[config.mk]
export PLATFORM = sky130hd
export DESIGN_NAME = id_ex_stage
export DESIGN_NICKNAME = d
export VERILOG_FILES = /design/src/rtl/id_ex_stage.sv
export SDC_FILE = /design/constraint.sdc
export NUM_CORES = 1
export LEC_CHECK = 0
export ABC_AREA = 0
export CORE_AREA = 2 2 134 136
export DETAILED_ROUTE_END_ITERATION = 8
export DIE_AREA = 0 0 136 138
export PLACE_DENSITY = 0.82
export SLEW_MARGIN = 0
export SYNTH_ARGS = -nofsm -noshare
export SYNTH_HDL_FRONTEND = slang
export SYNTH_SLANG_ARGS = --single-unit
[constraint.sdc]
create_clock -name clk -period 4.2 [get_ports clk]
set_input_delay 0.63 -clock clk [delete_from_list [all_inputs] [get_ports clk]]
set_output_delay 0.63 -clock clk [all_outputs]
set_load 0.005 [all_outputs]
[src/rtl/id_ex_stage.sv]
// -----------------------------------------------------------------------------
// id_ex_stage
//
// Decode-to-execute pipeline register with load-use hazard detection and a
// saturating bubble counter.
//
// On each rising edge of clk the register takes exactly one action, checked in
// this order:
//   reset    -> every ex_* output, ex_valid and bubble_cnt go to 0
//   flush    -> bubble: ex_* and ex_valid go to 0, bubble_cnt counts up
//   lu_stall -> bubble, the same as flush (E is ignored)
//   E = 0    -> hold: nothing changes
//   E = 1    -> load: every id_* field moves to its ex_* counterpart
//
// Ports
//   clk, reset              rising-edge clock, synchronous active-high reset
//   E                       load enable
//   flush                   squash request from a taken branch
//   id_*                    decode-stage fields to register
//   id_rn/id_rm/id_uses_*   source registers, used only for hazard detection
//   ex_*                    registered copies of the decode fields
//   ex_valid                execute slot holds a real instruction
//   lu_stall                load-use hazard; the PC and IF_ID enables are
//                           driven low while it is set
//   bubble_cnt              number of inserted bubbles, saturating at 255
// -----------------------------------------------------------------------------
module id_ex_stage (
  input  logic        clk,
  input  logic        reset,
  input  logic        E,
  input  logic        flush,
  input  logic [3:0]  id_alu_op,
  input  logic [1:0]  id_am,
  input  logic        id_load,
  input  logic        id_mem_write,
  input  logic        id_store_cc,
  input  logic        id_b,
  input  logic        id_bl,
  input  logic        id_mem_size,
  input  logic        id_mem_e,
  input  logic        id_rf_e,
  input  logic        id_valid,
  input  logic [31:0] id_pa,
  input  logic [31:0] id_pb,
  input  logic [31:0] id_pd,
  input  logic [3:0]  id_rd,
  input  logic [3:0]  id_rn,
  input  logic [3:0]  id_rm,
  input  logic        id_uses_rn,
  input  logic        id_uses_rm,
  input  logic [11:0] id_shift,
  input  logic [31:0] id_next_pc,
  input  logic [3:0]  id_cond,
  output logic [3:0]  ex_alu_op,
  output logic [1:0]  ex_am,
  output logic        ex_load,
  output logic        ex_mem_write,
  output logic        ex_store_cc,
  output logic        ex_b,
  output logic        ex_bl,
  output logic        ex_mem_size,
  output logic        ex_mem_e,
  output logic        ex_rf_e,
  output logic [31:0] ex_pa,
  output logic [31:0] ex_pb,
  output logic [31:0] ex_pd,
  output logic [3:0]  ex_rd,
  output logic [11:0] ex_shift,
  output logic [31:0] ex_next_pc,
  output logic [3:0]  ex_cond,
  output logic        ex_valid,
  output logic        lu_stall,
  output logic [7:0]  bubble_cnt
);

  // One instruction slot. Clearing this struct as a whole produces a bubble.
  typedef struct packed {
    logic [3:0]  alu_op;
    logic [1:0]  am;
    logic        load;
    logic        mem_write;
    logic        store_cc;
    logic        b;
    logic        bl;
    logic        mem_size;
    logic        mem_e;
    logic        rf_e;
    logic        valid;
    logic [31:0] pa;
    logic [31:0] pb;
    logic [31:0] pd;
    logic [3:0]  rd;
    logic [11:0] shift;
    logic [31:0] next_pc;
    logic [3:0]  cond;
  } slot_t;

  slot_t      id_slot;
  slot_t      ex_q;
  logic       bubble;
  logic       rn_hit;
  logic       rm_hit;
  logic [7:0] bubble_cnt_q;

  // Gather the decode fields into a slot. An instruction with id_valid=0 is
  // still loaded bit for bit; its fields are not cleared on the way in.
  always_comb begin
    id_slot           = '0;
    id_slot.alu_op    = id_alu_op;
    id_slot.am        = id_am;
    id_slot.load      = id_load;
    id_slot.mem_write = id_mem_write;
    id_slot.store_cc  = id_store_cc;
    id_slot.b         = id_b;
    id_slot.bl        = id_bl;
    id_slot.mem_size  = id_mem_size;
    id_slot.mem_e     = id_mem_e;
    id_slot.rf_e      = id_rf_e;
    id_slot.valid     = id_valid;
    id_slot.pa        = id_pa;
    id_slot.pb        = id_pb;
    id_slot.pd        = id_pd;
    id_slot.rd        = id_rd;
    id_slot.shift     = id_shift;
    id_slot.next_pc   = id_next_pc;
    id_slot.cond      = id_cond;
  end

  // Load-use hazard: a valid load in execute that writes a register the
  // decoding instruction reads. The compare uses all four bits, so R15 gets no
  // special treatment. A bubble clears ex_valid, so the stall drops by itself
  // after exactly one bubble. Reset clears ex_valid too, which keeps the stall
  // low in the reset state.
  assign rn_hit   = id_uses_rn && (id_rn == ex_q.rd);
  assign rm_hit   = id_uses_rm && (id_rm == ex_q.rd);
  assign lu_stall = ex_q.valid && ex_q.load && ex_q.rf_e && id_valid &&
                    (rn_hit || rm_hit);

  // A flush and a load-use stall on the same edge give a single bubble.
  assign bubble = flush || lu_stall;

  // NOTE: state registers use non-blocking assignments so that every flop
  // samples values from before the edge, whatever order the blocks run in.
  always_ff @(posedge clk) begin
    if (reset) begin
      ex_q         <= '0;
      bubble_cnt_q <= '0;
    end else if (bubble) begin
      ex_q <= '0;
      // The counter stops at 255 and never wraps.
      if (bubble_cnt_q != 8'hFF) begin
        bubble_cnt_q <= bubble_cnt_q + 8'd1;
      end
    end else if (E) begin
      ex_q <= id_slot;
    end
    // With E=0 and no bubble every flop holds its value.
  end

  assign ex_alu_op    = ex_q.alu_op;
  assign ex_am        = ex_q.am;
  assign ex_load      = ex_q.load;
  assign ex_mem_write = ex_q.mem_write;
  assign ex_store_cc  = ex_q.store_cc;
  assign ex_b         = ex_q.b;
  assign ex_bl        = ex_q.bl;
  assign ex_mem_size  = ex_q.mem_size;
  assign ex_mem_e     = ex_q.mem_e;
  assign ex_rf_e      = ex_q.rf_e;
  assign ex_pa        = ex_q.pa;
  assign ex_pb        = ex_q.pb;
  assign ex_pd        = ex_q.pd;
  assign ex_rd        = ex_q.rd;
  assign ex_shift     = ex_q.shift;
  assign ex_next_pc   = ex_q.next_pc;
  assign ex_cond      = ex_q.cond;
  assign ex_valid     = ex_q.valid;
  assign bubble_cnt   = bubble_cnt_q;

endmodule

**Run 1: cell classes on the final placement**

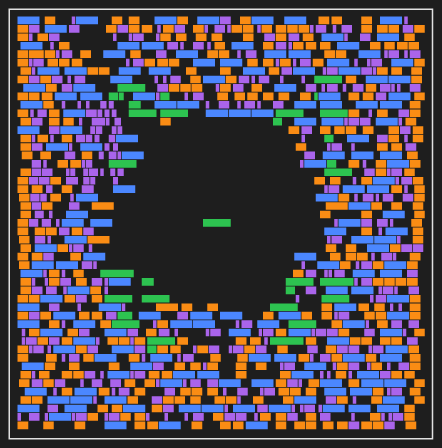
[other buffers and delay cells] orange | cells: 352 | share of their area: 35%
[clock drivers and dummy loads] green | cells: 32 | share of their area: 6.1%
[all other logic] purple | cells: 379 | share of their area: 25%
[flip-flops] blue | cells: 171 | share of their area: 34%

**Run 1: sequential cells grouped by signal name**

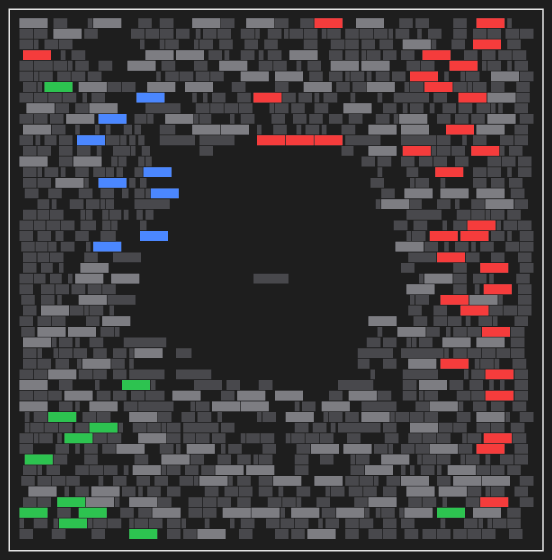
[ex_pb] red | sequential cells: 32
[ex_shift] green | sequential cells: 12 | where: south-west
[bubble_cnt] blue | sequential cells: 8
share of cell area taken by flip-flops and latches: 0.3262
register area: 3423 um^2

==> impl_metrics.py, run 1 <==
# Synthesis and PnR figures
metrics = {
    "outcome": {
        "status": "finished clean",
    },
    "synthesis": {
        "combined_area_of_all_synthesized_cells_um2": 6213,
        "syn_area_per_cell_um2": 10.57,
        "fp_nets": 766,
    },
    "sta": {
        "fmax_mhz": 340.9,
        "worst_slew_pin_slew_ns": 0.8274,
        "grt_setup_unrepaired": "false",
        "clock-skew-final_ns": 0.01602,
        "final_max_slew_viol_count": 0,
        "tns_ns": 0,
    },
    "clocking": {
        "clock_tree.htree_level_count": 4,
        "max-clock-path-buffers": 2,
        "clkSlewWorstSetupHoldPaths_ns": 0.06,
    },
    "hold_path": {
        "min-delay-start": "ex_next_pc[19]",
        "hold_depth": 2,
        "whs_endpoint": "ex_next_pc[19]",
    },
    "setup_path": {
        "crit_path_max_incr_delay_ns": 0.49,
        "worstSetupStartpoint": "id_rm[1]",
        "cp.arrival_ns": 2.30,
        "worstRegToRegCells": 6,
    },
    "grt": {
        "first_global_vias": 5258,
        "grt_antenna_before_repair": 1,
        "grt_start_max_net_pins": 87,
        "gr-usage-all-layers": 0.1830,
        "globalRouteOverflowTotal": 0,
    },
    "route": {
        "vias_per_cell": 4.562,
        "num_vias": 5319,
    },
    "floorplan": {
        "core_util_floorplan": 0.3544,
        "dieHeight_um": 138,
        "design.die.area_um2": 18770,
        "rows": 49,
        "fp.dieW_um": 136,
    },
    "power_and_ir_drop": {
        "leakage_nw": 4.346,
    },
    "cells_and_area": {
        "lay_top_count": "sky130_fd_sc_hd__clkdlybuf4s50_1",
    },
}
**Run 1: track usage over the die**

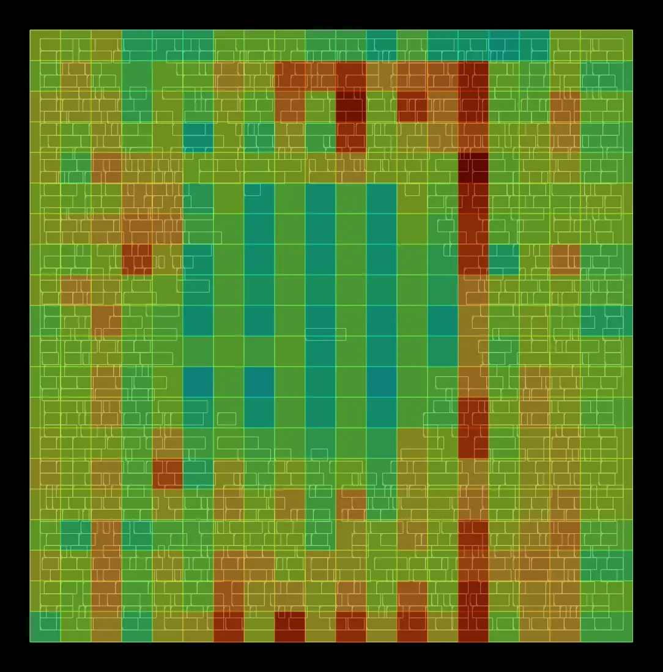
layer with the highest usage: met2
post-layout util: 0.5985
met2 global-route usage: 0.3150
average wire length per cell after detail routing: 14.99 um
routing usage on met1: 0.1937

run 1: where the power goes:
part	leakage, nW	switching [W]	internal, W
Sequential	1.39	0.0000295	0.00167
Combinational	2.65	0.000165	0.000318
Clock	0.307	0.000690	0.000972
Total	4.35	0.000884	0.00296
run 1: layer usage:
metal  global-route usage  vias up  share of wire
met3              0.08141       17           0.11
li1                     -     2635              -
met2               0.3150      230           0.49
met4              0.07346        0          0.016
met1               0.1937     2437           0.38
met5                    0        -              0
run 1: cell type report:
class	instances	area share
multi-input combinational	377	0.2459
tap	229	0.02730
antenna	3	0.0007153
inverter	2	0.0007153
clock inverter	13	0.01705
clock buffer	19	0.04220
timing repair buffer	352	0.3399
sequential	171	0.3262
run 1: synthesized netlist by cell type:
master,count
sky130_fd_sc_hd__or4_1,1
sky130_fd_sc_hd__nor2_1,168
sky130_fd_sc_hd__a21oi_1,5
sky130_fd_sc_hd__or3b_2,1
sky130_fd_sc_hd__inv_1,2
sky130_fd_sc_hd__mux2i_1,164
sky130_fd_sc_hd__buf_1,9
sky130_fd_sc_hd__or3_1,5
sky130_fd_sc_hd__and4_1,1
sky130_fd_sc_hd__o21ai_0,5
sky130_fd_sc_hd__mux2_2,1
sky130_fd_sc_hd__nor2b_1,2
sky130_fd_sc_hd__a41o_1,2
sky130_fd_sc_hd__nand3_1,4
sky130_fd_sc_hd__buf_2,3
sky130_fd_sc_hd__buf_6,8
sky130_fd_sc_hd__nand2_1,2
sky130_fd_sc_hd__xor2_1,9
sky130_fd_sc_hd__o21ai_1,1
sky130_fd_sc_hd__nor3_1,1
sky130_fd_sc_hd__and3_1,3
sky130_fd_sc_hd__nor4_1,1
sky130_fd_sc_hd__ha_1,1
sky130_fd_sc_hd__dfxtp_1,171
sky130_fd_sc_hd__clkbuf_1,18
run 1: metrics by stage:
stage                     hold slack, ns  total power, W  area (um^2)  setup WS [ns]  cells
after floorplan                   0.4850        0.001924         6213          2.243    588
after global placement            0.4708        0.002218         9866          1.250   1131
after detailed placement          0.4794        0.002226         9866          1.279   1131
after CTS                         0.4968        0.003904        10490          1.262   1163
after global routing              0.5137        0.004006        10490          1.194   1164
final                             0.4907        0.003849        10500          1.267   1166
run 1: cells by family after synthesis:
family | count (synthesis) | synth area share
muxes | 165 | 0.2660
buffers and inverters | 40 | 0.03443
DFF | 171 | 0.5509
xor gates and xnor gates | 9 | 0.01269
AOI/OAI and AO/OA | 13 | 0.01208
and+or+nand+nor | 189 | 0.1218
adders and majority gates | 1 | 0.002013
run 1: registers in the layout (all words and copies together), names as in the netlist, 2 cells and up:
name	flops
bubble_cnt	8
ex_alu_op	4
ex_am	2
ex_cond	4
ex_next_pc	32
ex_pa	32
ex_pb	32
ex_pd	32
ex_rd	4
ex_shift	12
run 1: worst reg2reg max path, cell delays in order (launching register included):
cell	delay, ns
sky130_fd_sc_hd__dfxtp_1	0.41
sky130_fd_sc_hd__ha_1	0.19
sky130_fd_sc_hd__nand3_1	0.14
sky130_fd_sc_hd__or3b_2	0.46
sky130_fd_sc_hd__o21ai_1	0.41
sky130_fd_sc_hd__mux2i_1	0.26
sky130_fd_sc_hd__nor2_1	0.05
--- run 2 (diff from run 1) ---
Settings changed: CORE_AREA 2 2 134 136 to 2 2 135 137, DIE_AREA 0 0 136 138 to 0 0 137 139, PLACE_DENSITY 0.82 to 0.81.
Clock period 4.2 ns to 2.85 ns, I/O delays scaled along.
==> run 2 against run 1 <==
Final cell count barely moved. Hold slack improved by 0.0014 ns. Global-route usage fell by 0.30 points. Core utilization fell by 0.39 points. Clock power rose by 41%. Combinational power rose by 49%. Highest routed layer unchanged.
==> impl_metrics.py, run 2 <==
# Synthesis and PnR figures
metrics = {
    "outcome": {
        "status": "finished clean",
    },
    "clocking": {
        "max-clock-path-buffers": 2,
        "clock_tree.htree_level_count": 4,
        "clkSlewWorstSetupHoldPaths_ns": 0.06,
    },
    "grt": {
        "gr-usage-all-layers": 0.1800,
        "globalRouteOverflowTotal": 0,
        "first_global_vias": 5363,
        "grt_start_max_net_pins": 83,
        "grt_antenna_before_repair": 0,
    },
    "synthesis": {
        "async_flop_share": 0,
        "syn_area_per_cell_um2": 10.57,
        "synth.cells.most_frequent": "171 x sky130_fd_sc_hd__dfxtp_1, 168 x sky130_fd_sc_hd__nor2_1, 164 x sky130_fd_sc_hd__mux2i_1, 18 x sky130_fd_sc_hd__clkbuf_1",
        "fp_nets": 766,
        "yosys.cell_count.top_type": "sky130_fd_sc_hd__dfxtp_1",
        "flip_flops_with_a_built_in_enable": 0,
    },
    "cells_and_area": {
        "antenna-diode-count": 0,
        "lay_top_count": "sky130_fd_sc_hd__clkdlybuf4s50_1",
    },
    "route": {
        "num_vias": 5299,
        "drt_wl_total_um": 17630,
        "vias_per_cell": 4.541,
        "firstDrtPassIters": 4,
    },
    "floorplan": {
        "fp.dieW_um": 137,
        "design.die.area_um2": 19040,
        "rows": 49,
    },
    "sta": {
        "grt_setup_unrepaired": "false",
        "final_max_slew_viol_count": 0,
        "worst_slew_pin_slew_ns": 0.7034,
        "tns_ns": 0,
        "fmax_mhz": 369.7,
        "clock-skew-final_ns": 0.01697,
    },
    "setup_path": {
        "cp.arrival_ns": 2.28,
        "crit_path_max_fanout": 4,
        "worstRegToRegCells": 6,
        "worstSetupStartpoint": "id_rm[3]",
    },
    "power_and_ir_drop": {
        "leakage_nw": 4.354,
    },
}
[run 2: final cells by class]
class	instances	area, um^2
Clock inverter	13	157.7
Sequential cell	171	3423
Inverter	2	7.507
Fill cell	1519	7158
Clock buffer	19	432.9
Timing Repair Buffer	356	3610
Multi-Input combinational cell	377	2581
Tap cell	229	286.5
[run 2: where the power goes]
group	switching [W]	internal (W)
sequential	0.0000435	0.00247
combinational	0.000247	0.000473
clock	0.00102	0.00132
total	0.00131	0.00426
[run 2: metal layers]
metal  vias to the layer above  routed length [um]  track usage
met5                         -                   0            0
met4                         0                 325      0.06457
met3                        20                1871      0.07602
met2                       236                8480       0.3134
met1                      2403                6947       0.1927
li1                       2640                   -            -
[run 2: worst max-delay path, cell delays in order]
cell and delay, ns:
sky130_fd_sc_hd__clkdlybuf4s50_1 0.42, sky130_fd_sc_hd__xor2_1 0.16, sky130_fd_sc_hd__nor4_1 0.36, sky130_fd_sc_hd__and3_1 0.27
sky130_fd_sc_hd__a41o_1 0.13, sky130_fd_sc_hd__clkdlybuf4s50_1 0.50
[run 2: kinds of logic after synthesis]
family / Yosys count / synth area share
flip-flops: 171 / 0.5509
adder cells (fa/ha/maj): 1 / 0.002013
AND-OR/OR-AND: 13 / 0.01208
multiplexers: 165 / 0.2660
AND/OR/NAND/NOR: 189 / 0.1218
buffers and inverters: 40 / 0.03443
XOR/XNOR: 9 / 0.01269
[run 2: through the flow]
step                utilization  instance area (um^2)  std cells  worst slack (ns)  total power [W]
finish                   0.5946                 10500       1167            0.1454         0.005566
global route             0.5946                 10500       1167           0.02641         0.005786
CTS                      0.5946                 10500       1167            0.1277         0.005641
detailed placement       0.5612                  9908       1135            0.1388         0.003289
global placement         0.5612                  9908       1135            0.1974         0.003276
floorplan                     -                  6213        588             1.096         0.002836
[run 2: worst min path at each step]
stage                        start              to  slack [ns]  cells after the start
floorplan               ex_cond[3]      ex_cond[3]        0.48                      2
global placement     ex_next_pc[9]   ex_next_pc[9]        0.47                      2
detailed placement       ex_pd[26]       ex_pd[26]        0.48                      2
CTS                      ex_pd[26]       ex_pd[26]        0.50                      2
global route             ex_pd[29]       ex_pd[29]        0.51                      2
finish              ex_next_pc[18]  ex_next_pc[18]        0.49                      2
**Run 2: drive-strength map**

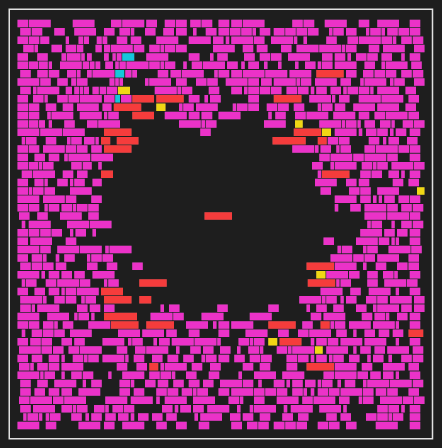
[drive 1 or less] magenta | cells: 896 | most used: clkdlybuf4s50_1
[drive 6 and up] red | cells: 31 | most used: clkbuf_16
[drive 2] cyan | cells: 3
[drive 3 to 4] yellow | cells: 8 | most used: clkinv_4
signed area change from the synthesized netlist to the final layout: 68.97%
worst path setup slack after routing: 0.1454 ns
number of ordinary and repair buffers in the finished layout: 356

**Run 2: cell classes on the final placement**

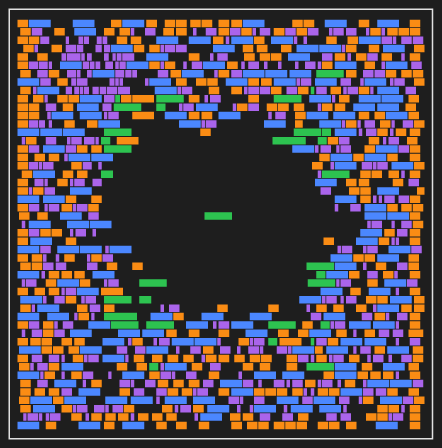
[other buffers and delay cells] orange | cells: 356 | share of their area: 35%
[flip-flops] blue | cells: 171 | share of their area: 34%
[all other logic] purple | cells: 379 | share of their area: 25%
[clock drivers and dummy loads] green | cells: 32 | share of their area: 5.8%
Core Region: 17660 um^2
design area: 10500 um^2
share of cell area taken by flip-flops and latches: 0.3261
post-layout util: 0.5946

Power and IR drop assume default switching activity.
